## config.mk

```make
export PLATFORM = sky130hd
export DESIGN_NAME = gate_test_sequencer
export DESIGN_NICKNAME = d
export VERILOG_FILES = /design/src/rtl/gate_seq_pkg.sv /design/src/rtl/gate_seq_checker.sv /design/src/rtl/gate_test_sequencer.sv
export SDC_FILE = /design/constraint.sdc
export NUM_CORES = 1
export LEC_CHECK = 0
export ABC_CLOCK_PERIOD_IN_PS = 2540
export CORE_UTILIZATION = 35
export DETAILED_ROUTE_END_ITERATION = 10
export GPL_ROUTABILITY_DRIVEN = 0
export HOLD_SLACK_MARGIN = 0.05
export SLEW_MARGIN = 40
export SYNTH_ARGS = -nofsm -noshare
export SYNTH_HDL_FRONTEND = slang
export SYNTH_SLANG_ARGS = --single-unit
```

## constraint.sdc

```tcl
create_clock -name iClk -period 2.54 [get_ports iClk]
set_input_delay 0.762 -clock iClk [delete_from_list [all_inputs] [get_ports iClk]]
set_output_delay 0.762 -clock iClk [all_outputs]
set_load 0.02 [all_outputs]
```

## src/rtl/gate_seq_pkg.sv

```systemverilog
// Shared types, constants and the truth-table helper for the gate-unit self-test sequencer.
package gate_seq_pkg;

  typedef enum logic [1:0] {
    IDLE  = 2'd0,
    APPLY = 2'd1,
    CHECK = 2'd2,
    DONE  = 2'd3
  } seq_state_e;

  localparam int NUM_VEC = 4;
  localparam int VEC_W   = 2;

  // vec = {A,B}; result = {and, or, not-of-A}
  function automatic logic [2:0] expected_out(input logic [VEC_W-1:0] vec);
    logic a;
    logic b;
    a = vec[1];
    b = vec[0];
    return {a & b, a | b, ~a};
  endfunction

endpackage

```

## src/rtl/gate_seq_checker.sv

```systemverilog
// Compares the three sampled gate outputs against the expected truth-table row for {A,B}.
module gate_seq_checker
  import gate_seq_pkg::*;
(
  input  logic [VEC_W-1:0] vec,
  input  logic             andIn,
  input  logic             orIn,
  input  logic             notIn,
  output logic             mismatch
);

  // Any differing bit flags the whole vector once
  always_comb begin
    mismatch = ({andIn, orIn, notIn} != expected_out(vec));
  end

endmodule

```

## src/rtl/gate_test_sequencer.sv

```systemverilog
// Built-in self-test sequencer for the two-input gate unit: walks {A,B} through 00..11 and counts failing vectors.
// Optional first-failure capture (oErrVld/oErrVec) is enabled by defining GATE_SEQ_ERRCAP_EN.
module gate_test_sequencer
  import gate_seq_pkg::*;
#(
  parameter int HOLD_CYCLES = 4,
  parameter int HOLD_W      = 8
) (
  input  logic       iClk,
  input  logic       iRst_n,
  input  logic       iStart,
  input  logic       iAnd,
  input  logic       iOr,
  input  logic       iNot,
  output logic       oA,
  output logic       oB,
  output logic       oBusy,
  output logic       oDone,
  output logic       oPass,
  output logic [2:0] oErrCnt
`ifdef GATE_SEQ_ERRCAP_EN
  ,
  output logic       oErrVld,
  output logic [1:0] oErrVec
`endif
);

  localparam logic [1:0] S_IDLE  = IDLE;
  localparam logic [1:0] S_APPLY = APPLY;
  localparam logic [1:0] S_CHECK = CHECK;
  localparam logic [1:0] S_DONE  = DONE;

  localparam logic [HOLD_W-1:0] HOLD_LAST = HOLD_W'(HOLD_CYCLES - 1);
  localparam logic [VEC_W-1:0]  VEC_LAST  = VEC_W'(NUM_VEC - 1);

  logic [1:0]        stateR;
  logic [VEC_W-1:0]  vecIdxR;
  logic [HOLD_W-1:0] holdCntR;
  logic              mismatchS;
  logic [2:0]        errCntNextS;

  gate_seq_checker uChecker (
    .vec      (vecIdxR),
    .andIn    (iAnd),
    .orIn     (iOr),
    .notIn    (iNot),
    .mismatch (mismatchS)
  );

  // At most four vectors can fail, so a 3-bit counter never wraps
  always_comb begin
    errCntNextS = oErrCnt + {2'b00, mismatchS};
  end

  // Sequencer FSM, vector/hold counters and registered outputs
  always_ff @(posedge iClk) begin
    if (!iRst_n) begin
      stateR   <= S_IDLE;
      vecIdxR  <= 2'd0;
      holdCntR <= '0;
      oA       <= 1'b0;
      oB       <= 1'b0;
      oBusy    <= 1'b0;
      oDone    <= 1'b0;
      oPass    <= 1'b0;
      oErrCnt  <= 3'd0;
`ifdef GATE_SEQ_ERRCAP_EN
      oErrVld  <= 1'b0;
      oErrVec  <= 2'd0;
`endif
    end else begin
      case (stateR)
        S_IDLE, S_DONE: begin
          if (iStart) begin
            stateR   <= S_APPLY;
            vecIdxR  <= 2'd0;
            holdCntR <= '0;
            oA       <= 1'b0;
            oB       <= 1'b0;
            oBusy    <= 1'b1;
            oDone    <= 1'b0;
            oPass    <= 1'b0;
            oErrCnt  <= 3'd0;
`ifdef GATE_SEQ_ERRCAP_EN
            oErrVld  <= 1'b0;
            oErrVec  <= 2'd0;
`endif
          end
        end
        S_APPLY: begin
          if (holdCntR == HOLD_LAST) begin
            stateR <= S_CHECK;
          end else begin
            holdCntR <= holdCntR + HOLD_W'(1);
          end
        end
        S_CHECK: begin
          oErrCnt <= errCntNextS;
`ifdef GATE_SEQ_ERRCAP_EN
          // Only the first failing vector of a run is kept
          if (mismatchS && !oErrVld) begin
            oErrVld <= 1'b1;
            oErrVec <= vecIdxR;
          end
`endif
          if (vecIdxR == VEC_LAST) begin
            stateR <= S_DONE;
            oA     <= 1'b0;
            oB     <= 1'b0;
            oBusy  <= 1'b0;
            oDone  <= 1'b1;
            oPass  <= (errCntNextS == 3'd0);
          end else begin
            stateR   <= S_APPLY;
            vecIdxR  <= vecIdxR + 2'd1;
            holdCntR <= '0;
            {oA, oB} <= vecIdxR + 2'd1;
          end
        end
        default: begin
          stateR <= S_IDLE;
        end
      endcase
    end
  end

endmodule
```

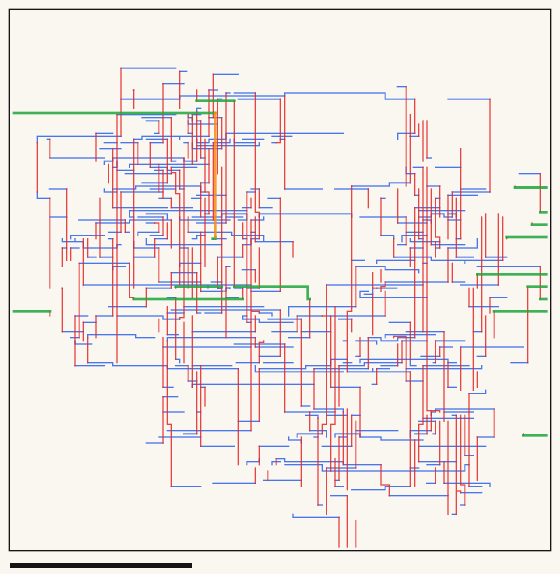
*Signal wires by layer, run 1*
The bar under the picture is 20 µm long.
Blue shows M1, wire length 1090 µm. Red shows M2, wire length 1170 µm. Green shows M3, wire length 85.7 µm. Orange shows M4, wire length 13.6 µm.
total number of vias: 1041
Routed WL: 2360 µm

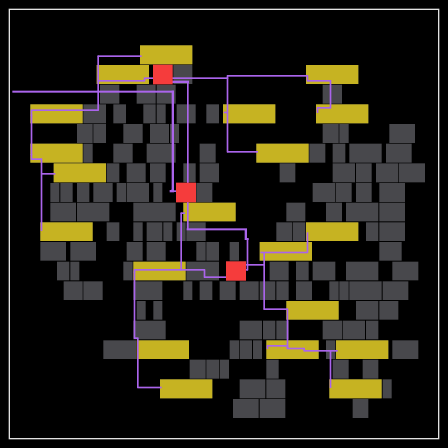
*Clock network drawn from the DEF, run 1*
Yellow shows flip-flops, count 20. Purple shows clock wires, length 264 µm. Red shows clock-net drivers, count 3.
Position of the flops: spread over the die. There are 4 routed clock nets.
clock skew after layout: 0.000725 ns
total clock network power: 0.149 mW
clock group share of total power: 0.206
clock network latency to the later pin of the worst-skew pair: 0.30 ns

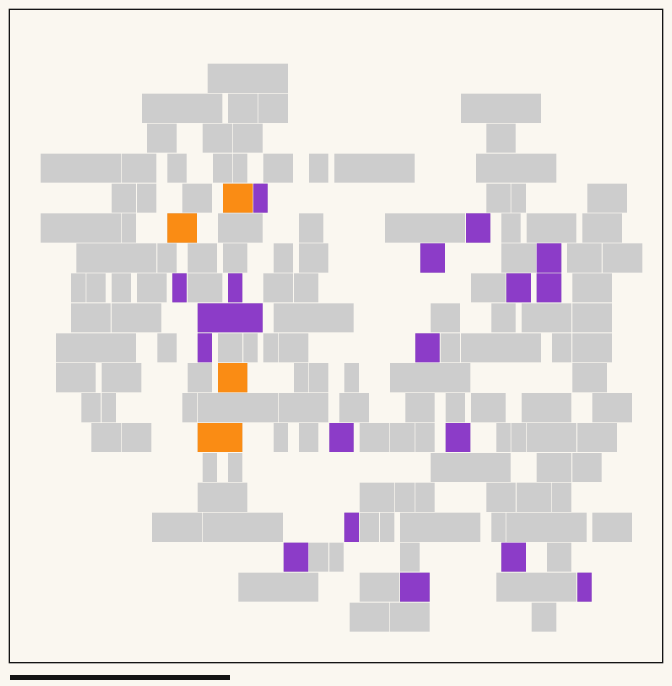
*Selected gate families, run 1*
The bar under the picture is 20 µm long.
Purple shows nor cells, cells 18, most used nor2b_1. Orange shows non-inverting ao/oa cells, cells 4, most used o21a_1.
fraction of area in multi-input gates: 0.516
final instance count without filler cells: 193
most common logic cell in the routed design: sky130_fd_sc_hd__dfxtp_1

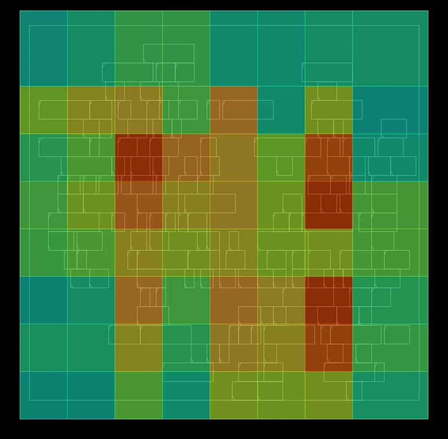
*Routing congestion map, run 1*
Global Route met3 Usage: 0.0393
GRT Max-Usage Layer: met2
met2 routing resource usage after global routing: 0.291

==> results.txt, run 1 <==
Implementation results are summarized by area below.

Worst setup path
The critical path is of the in -> reg type. The path depth of the worst reg2reg path is 10. The largest fanout of any net on the critical path is 2. The cell depth of the worst setup path is 9.

For the worst setup path, the data arrival time is 2.52 ns. The library cell contributing the largest single delay on the critical path is sky130_fd_sc_hd__clkdlybuf4s50_1. The end of the worst register-to-register path is oPass.

The worst reg-to-reg setup slack is 0.49 ns. The launching instance or port of the critical path is iOr. The worst setup path is launched from a primary input. The category of cells accounting for the largest share of critical-path delay is simple AND/OR/NAND/NOR gates. For reference, the critical path is captured by oPass.

Clock tree
The cell sitting at the root of the clock tree is a sky130_fd_sc_hd__clkbuf_4. The clock-pin slew of the registers on the worst-case setup and hold paths is 0.11 ns. The sink count of the clock tree is 20.

Cells and area
The total area of multi-input combinational cells is 699 µm². The post-layout utilization of the core is 0.441. The layout has 331 filler cells. The layout report lists the non-clock buffer share of cell area as 0.118. According to the cell report, the number of logic gates is 104. Per the final report, the share of cell area in clock cells is 0.0166. The total inserted antenna cells is 0. The top cell types in the final layout, fill and taps aside, are sky130_fd_sc_hd__dfxtp_1, sky130_fd_sc_hd__nand2_1, sky130_fd_sc_hd__clkdlybuf4s50_1. The number of sequential storage elements is 20. The layout report gives the register share of total cell area as 0.295. The count of nets after finishing is 165.

Detailed routing
The detailed router finished its first iteration with 32 violations. The detailed router reports a met2 wire length of 1170 µm. The detail-routed via count per cell is 5.39. Per the post-route antenna check, the number of violating nets is 0.

The number of iterations in the first detailed-routing pass is 4. The wire length per cell after detailed routing is 12.2 µm.

Synth
In this run, the synthesized area fraction spent on xor and xnor cells is recorded as 0.0229. The top flip-flop cell by instance count after synthesis is sky130_fd_sc_hd__dfxtp_1. The post-synthesis net count is 150. The most common cell in the synthesized netlist is sky130_fd_sc_hd__dfxtp_1.

The number of enable-type register cells in the synthesized netlist is 0. For this run, asynchronously set or reset flops after synthesis account for 0. The number of instances in the synthesized netlist is 136. After synthesis the netlist holds a flip-flop and latch count of 20. The fraction of the yosys area taken by sequential cells is 0.349.

Power
The group drawing the most power is sequential cells. The combinational logic power is 0.230 mW. The power density over the cells is 533 nW/µm².

The worst VDD IR drop from the latest analysis is 0.200 mV. Internal power comes to 0.474 mW. The overall power is 0.723 mW. The proportion of power drawn by flip-flops and latches is 0.476.

Final timing
Post-route period utilization is reported as 0.902. Timing would allow up to 436 MHz. Setup repair after global routing left no endpoint under its margin.

The final setup violation count is 0. The sum of negative setup slack is 0 ns. The shortest period the worst path allows is 2.29 ns. After layout, the worst setup slack is 0.249 ns. The worst-case hold slack is 0.489 ns.

Global routing
The global routing usage summed across all routing layers is 0.160. The first global-routing pass estimated 4270 µm of wire.

Hold path
The source of the worst hold timing path is holdCntR[1]. The path with the worst hold slack has its endpoint at holdCntR[1].

Status
The run finished with clean final reports.

Die
The number of well-tap cells placed is 44.

Job
The number of warnings reported in the stage logs is 29. Per the run summary, max-cap violations total 0.

Placed design
The detailed placement HPWL is 1740 µm. The number of cells in the design after placement is 190. In this run the cell area measured after placement is 1330 µm².
==> run 2, diff against run 1 <==
- SLEW_MARGIN: 40 -> 10
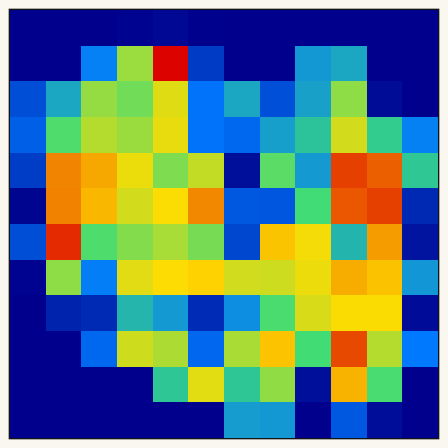
*Placement density heat map, run 2*
12 x 12 tiles, from dark blue (low) to red (high), 0 to 100% covered.
13% of the tiles are over 75% full. The densest ninth of the die: east. The fullest tile reaches 100%. The emptiest ninth of the die: south-west.
Placeable Area: 3080 µm²
final design utilization: 0.441
fp_density: 0.373

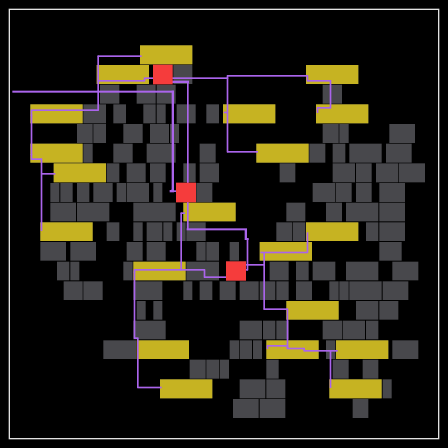
*Clock network drawn from the DEF, run 2*
Yellow shows flip-flops, count 20. Red shows clock-net drivers, count 3. Purple shows clock wires, length 264 µm.
There are 4 routed clock nets. Position of the flops: spread over the die.

==> run 2 against run 1 <==
Compared with the run above:
- sequential share of layout area did not move
- cell count did not move
- global-route usage did not move
- largest cell class unchanged
- clock-buffer cell count did not move
- area after synthesis did not move
==> results.txt, run 2 <==
Implementation results are summarized by area below.

Status
The flow ran to the end, and the final reports show no timing, DRC or antenna violations.

Cells and area
Leaving out fill and tap cells, the most frequent cells in the layout are sky130_fd_sc_hd__dfxtp_1, sky130_fd_sc_hd__nand2_1, sky130_fd_sc_hd__clkdlybuf4s50_1. Multi-input logic gates represent a cell area share of 0.516. The clock network contribution to total cell area is 0.0166. Of the total standard cell area in the layout, the sequential portion is 0.295. The multi-input combinational gate total is 104. The buffering overhead is 0.118. Fill cells in the final layout number 331.

The top cell type in the final layout, fill and taps aside, is sky130_fd_sc_hd__dfxtp_1.

Worst setup path
On the critical path the data arrives at 2.52 ns. The end point of the critical path is oPass. The critical path is of the in -> reg type.

The worst reg-to-reg setup slack is 0.49 ns. On the critical path the largest part of the delay comes from simple AND/OR/NAND/NOR gates. The path depth of the worst reg2reg path is 10. The most critical setup path has its startpoint at iOr.

The library cell contributing the largest single delay on the critical path is sky130_fd_sc_hd__clkdlybuf4s50_1. The worst register-to-register path ends at oPass. The timing report lists the critical path depth as 9 cells. The largest fanout of any net on the critical path is 2.

Final timing
The sum of negative setup slack is 0 ns. The final setup violation count is 0. Hold timing on the final database bottoms out at a slack of 0.489 ns. The maximum clock frequency is 436 MHz. The share of the clock period used by the worst path after layout is 0.902. The final timing report lists clock skew as 0.000725 ns. The worst path needs 2.29 ns of the cycle, external delays included. Setup slack closes at 0.249 ns.

Global routing
The global routing report lists met3 layer usage as 0.0393. For this run, global-route usage on met2 was measured as 0.291. The global routing stage identified its most utilized layer as met2. The first global-routing pass estimated 4270 µm of wire.

Clock tree
TritonCTS reports the number of clock sinks as 20. For the worst-skew pair, the clock arrives at the later sink with an insertion delay of 0.30 ns. The root buffer cell is sky130_fd_sc_hd__clkbuf_4. The clock-pin slew of the registers on the worst-case setup and hold paths is 0.11 ns.

Power
Of the total power, the clock network draws 0.206. Looking at the group totals, the largest power group turns out to be sequential cells. The overall power is 0.723 mW. In this run the power density over the cells is 533 nW/µm². Of the total power, registers draw 0.476.

Cell internal power was estimated by the tool at 0.474 mW.

Synth
The post-synthesis net count is 150. The synthesized instance count is 136. The post-synthesis xor/xnor area fraction is 0.0229.

The synthesis report gives the async set-or-reset register share as 0. The fraction of the yosys area taken by sequential cells is 0.349. The most common cell in the synthesized netlist is sky130_fd_sc_hd__dfxtp_1. The number of enable-type register cells in the synthesized netlist is 0. In the synthesized netlist the dominant register cell turns out to be sky130_fd_sc_hd__dfxtp_1.

Detailed routing
The number of iterations in the first detailed-routing pass is 4. After detailed routing, the number of vias per cell comes to 5.39. Once detail routing completed, the nets flagged for antenna violations numbered 0. The aggregate routed wire length is 2360 µm. The sum of met2 wire segment lengths after detailed routing is 1170 µm.

The routed layout has 1041 vias.

Die
The number of well-tap cells placed is 44.

Job
The logs give a warning total of 29. The max capacitance violation total is 0.

Placed design
The number of cells in the design after placement is 190. The total placed instance area is 1330 µm².

Hold path
The launch point of the worst min-delay path is recorded as holdCntR[1].
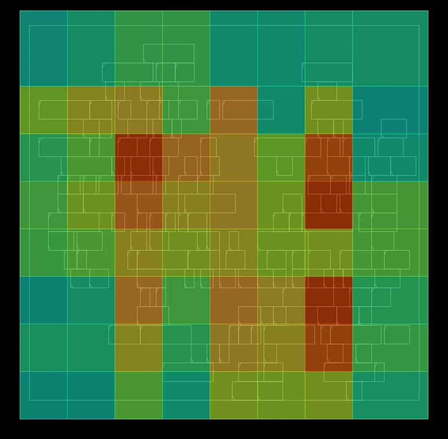
*Routing congestion map, run 2*
global routing usage summed across all routing layers: 0.160
met1 GRT Util: 0.179
WL/cell: 12.2 µm

### Signal wires by layer, run 2

The bar under the picture is 20 µm long.
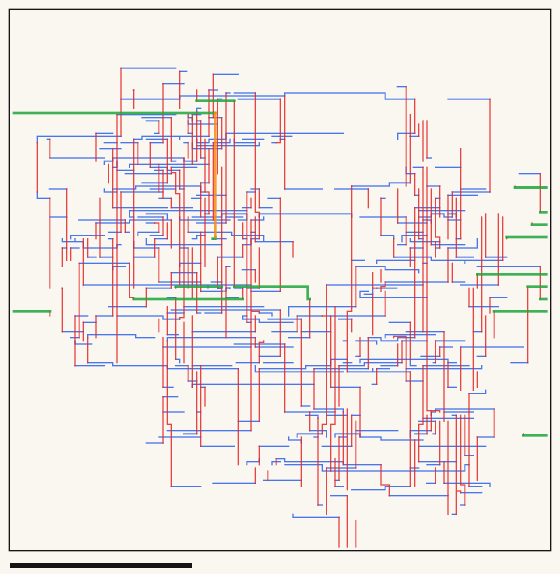

==> run 3, diff against run 2 <==
- CELL_PAD_IN_SITES_DETAIL_PLACEMENT: not set -> 0
- CELL_PAD_IN_SITES_GLOBAL_PLACEMENT: not set -> 1
- PLACE_DENSITY_LB_ADDON: not set -> 0.1
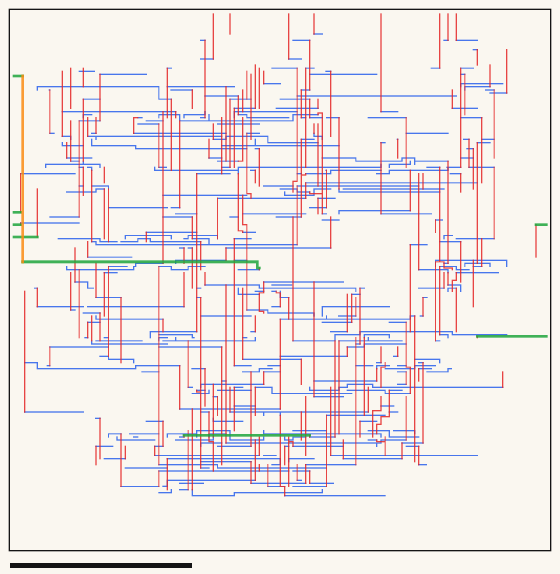
*Signal wires by layer, run 3*
The bar under the picture is 20 µm long.
global routing usage summed across all routing layers: 0.161
total number of vias: 1010
Routed WL: 2500 µm

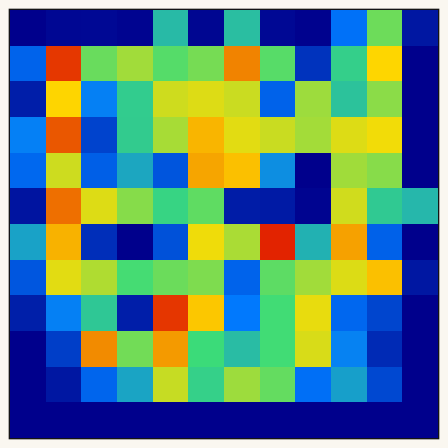
*Placement density heat map, run 3*
12 x 12 tiles, from dark blue (low) to red (high), 0 to 100% covered.
The densest ninth of the die: north. The fullest tile reaches 96%. 12% of the tiles are over 75% full.
final design utilization: 0.445

==> run 3 against run 2 <==
Compared with the run above:
- clock-buffer cell count is 1 higher
- sequential power is essentially flat
- non-clock buffer count unchanged
- design area rose by 1.0%
- sequential share of layout area down 0.30 points
- clock power up 26%
- cell count increased by 0.52%
- routed wire length rose by 5.8%
- register-to-register slack about the same
- first-iteration DRC count fell by 22%
==> results.txt, run 3 <==
Implementation results are summarized by area below.

Status
The flow ran to the end, and the final reports show no timing, DRC or antenna violations.

Final timing
The slew check shows that the tightest pin keeps a relative margin of 0.619. The final setup violation count is 0. Setup repair after global routing left no endpoint under its margin.

Setup total negative slack on the finished layout was measured at 0 ns. Hold timing on the final database bottoms out at a slack of 0.496 ns. The shortest period the worst path allows is 2.31 ns.

The minimum setup slack in the final design is 0.234 ns. The setup clock skew after layout is 0.0105 ns. For this run, the top clock speed supported by timing is 434 MHz. The share of the clock period used by the worst path after layout is 0.908.

Worst setup path
The end of the worst register-to-register path is oPass. Looking at the critical path, the highest net fanout was 2. Per the STA report, the cell with the highest stage delay on the worst path is sky130_fd_sc_hd__clkdlybuf4s50_1.

The end point of the critical path is oPass. Per STA, the worst path is made up of clkdlybuf4s50_1 > xor2_1 > nand3_1 > ha_1 > ha_1 > nor2b_1 > nor4_1 > nand4_1 > a21boi_0. In this run the worst setup path begins at iOr. The path type of the worst setup path is in -> reg. The category of cells accounting for the largest share of critical-path delay is simple AND/OR/NAND/NOR gates. The critical path launch point type is a primary input. Counting buffers and inverters, the worst setup path is 9 cells deep. STA classifies the critical path endpoint as a flop. The data arrival time reported for the critical path is 2.53 ns. The setup check on the worst reg-to-reg path leaves a slack of 0.50 ns.

The total buffers and inverters traversed by the critical path is 1. The worst register-to-register path depth is 10.

Synth
Counting flops with an async set or reset pin after synthesis yields a share of 0. Yosys reported a register bit count of 20. The fraction of the yosys area taken by sequential cells is 0.349. The number of instances in the synthesized netlist is 136. For this run the top cell type by instance count after synthesis was sky130_fd_sc_hd__dfxtp_1. In this run, the synthesized area fraction spent on xor and xnor cells is recorded as 0.0229. The simple-gate share of the synthesized area is 0.287.

Of the post-synthesis cell area, the part taken by muxes is 0.00872. The synthesized area divided by synthesized cell count is 8.44 µm². The top flip-flop cell by instance count after synthesis is sky130_fd_sc_hd__dfxtp_1. For this run, the chip area from Yosys synthesis comes to 1150 µm². The number of enable-type register cells in the synthesized netlist is 0.

The post-synthesis net count is 150. For reference, the top logic cell family by area is simple AND/OR/NAND/NOR gates.

Cells and area
The total area of multi-input combinational cells is 699 µm². The library cells used most frequently in the layout, excluding fill and tap cells, are sky130_fd_sc_hd__dfxtp_1, sky130_fd_sc_hd__nand2_1, sky130_fd_sc_hd__clkdlybuf4s50_1. The clock network contribution to total cell area is 0.0265.

The plain and repair buffers instantiated in the layout total 17. The layout report lists the non-clock buffer share of cell area as 0.117. The multi-input combinational area share is 0.511.

The top register by number of flip-flops is holdCntR. The number of sequential storage elements is 20. The layout filler cell count is 319. The finished layout holds 194 standard cells, fillers aside.

The library cell used most frequently in the layout, excluding fill and tap cells, is sky130_fd_sc_hd__dfxtp_1. 0 antenna diodes ended up in the layout. The register with the most flip-flops in the layout has 8 of them. The layout report gives the register share of total cell area as 0.292.

According to the finish report, the design has a final net count of 165. For this run, combinational gates with multiple inputs come to 104.

Die
The initial utilization of the core area, before any placement, comes to 0.373. The number of well-tap cells placed is 44. The region available for standard cell placement spans 3080 µm².

The overall die size recorded for this design is 3510 µm².

Global routing
Per the GRT log, the top usage layer is met2. The leftover overflow at the end of global routing is 0. The largest net degree at the start of global routing is 15.

For met2 alone, demand over resource in global routing was 0.242. The global-route track usage on met3 is 0.0197. The number of antenna violations at the first check in global routing is 0. The global-route wire length before repair is 4350 µm.

Detailed routing
The DRC violation total after the first TritonRoute iteration is 25. For this run, design rule violations remaining after detail routing come to 0. Detailed routing placed a total of 1090 µm of wire on met2. For this run, the detailed router reports a per-instance via density of 5.21.

Once detail routing completed, the nets flagged for antenna violations numbered 0. The routed length on met1 is 1340 µm. According to the report, the first pass of detailed routing completed in 4 iterations.

Power
The proportion of power drawn by flip-flops and latches is 0.453. The power density over the cells is 556 nW/µm². The clock network power consumption is 0.187 mW.

Sequential cells consume a total of 0.345 mW. The internal power of the cells totals 0.507 mW. Power comes to 0.762 mW. Per report_power, the Combinational row totals 0.230 mW. The switching power share of the total is 0.335. The largest share of the power goes to sequential cells. The power report attributes to the clock group a share of 0.246. Looking at the VDD voltage map, the peak drop is 0.328 mV.

Job
The count of warning messages emitted by the tools is 29. The max capacitance violation total is 0.

Placed design
Per the placement report, the placed cell count is 190. Detailed placement ended at an HPWL of 1820 µm. The count of input and output buffers is 13. Once placement finished, the instance area stood at 1330 µm².

Clock tree
Per the repair_timing log after CTS, setup buffers inserted total 0. In this run the number of H-tree levels came out at 1. According to the CTS report, the clock sink count is 20.

The total CTS buffers is 3. After clock tree synthesis, the clock-pin slew on the worst setup and hold paths is 0.11 ns. The root buffer cell is sky130_fd_sc_hd__clkbuf_4.

The latest clock arrival within the worst-skew pair is 0.30 ns. The post-cts hold-fix buffer tally is 0.

Hold path
For hold timing, the worst endpoint is oPass. The source of the worst hold timing path is oPass.
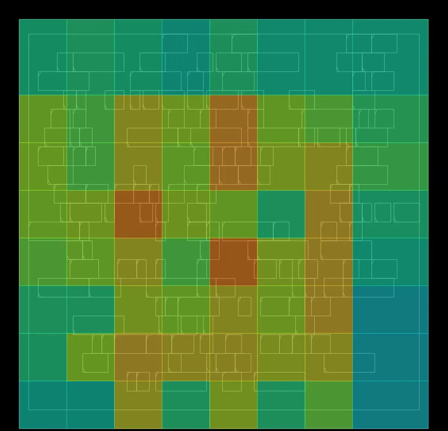
*Routing congestion map, run 3*
met1 GRT Util: 0.236
WL/cell: 12.9 µm

No activity file was given, so power comes from the tool's default toggle rates.
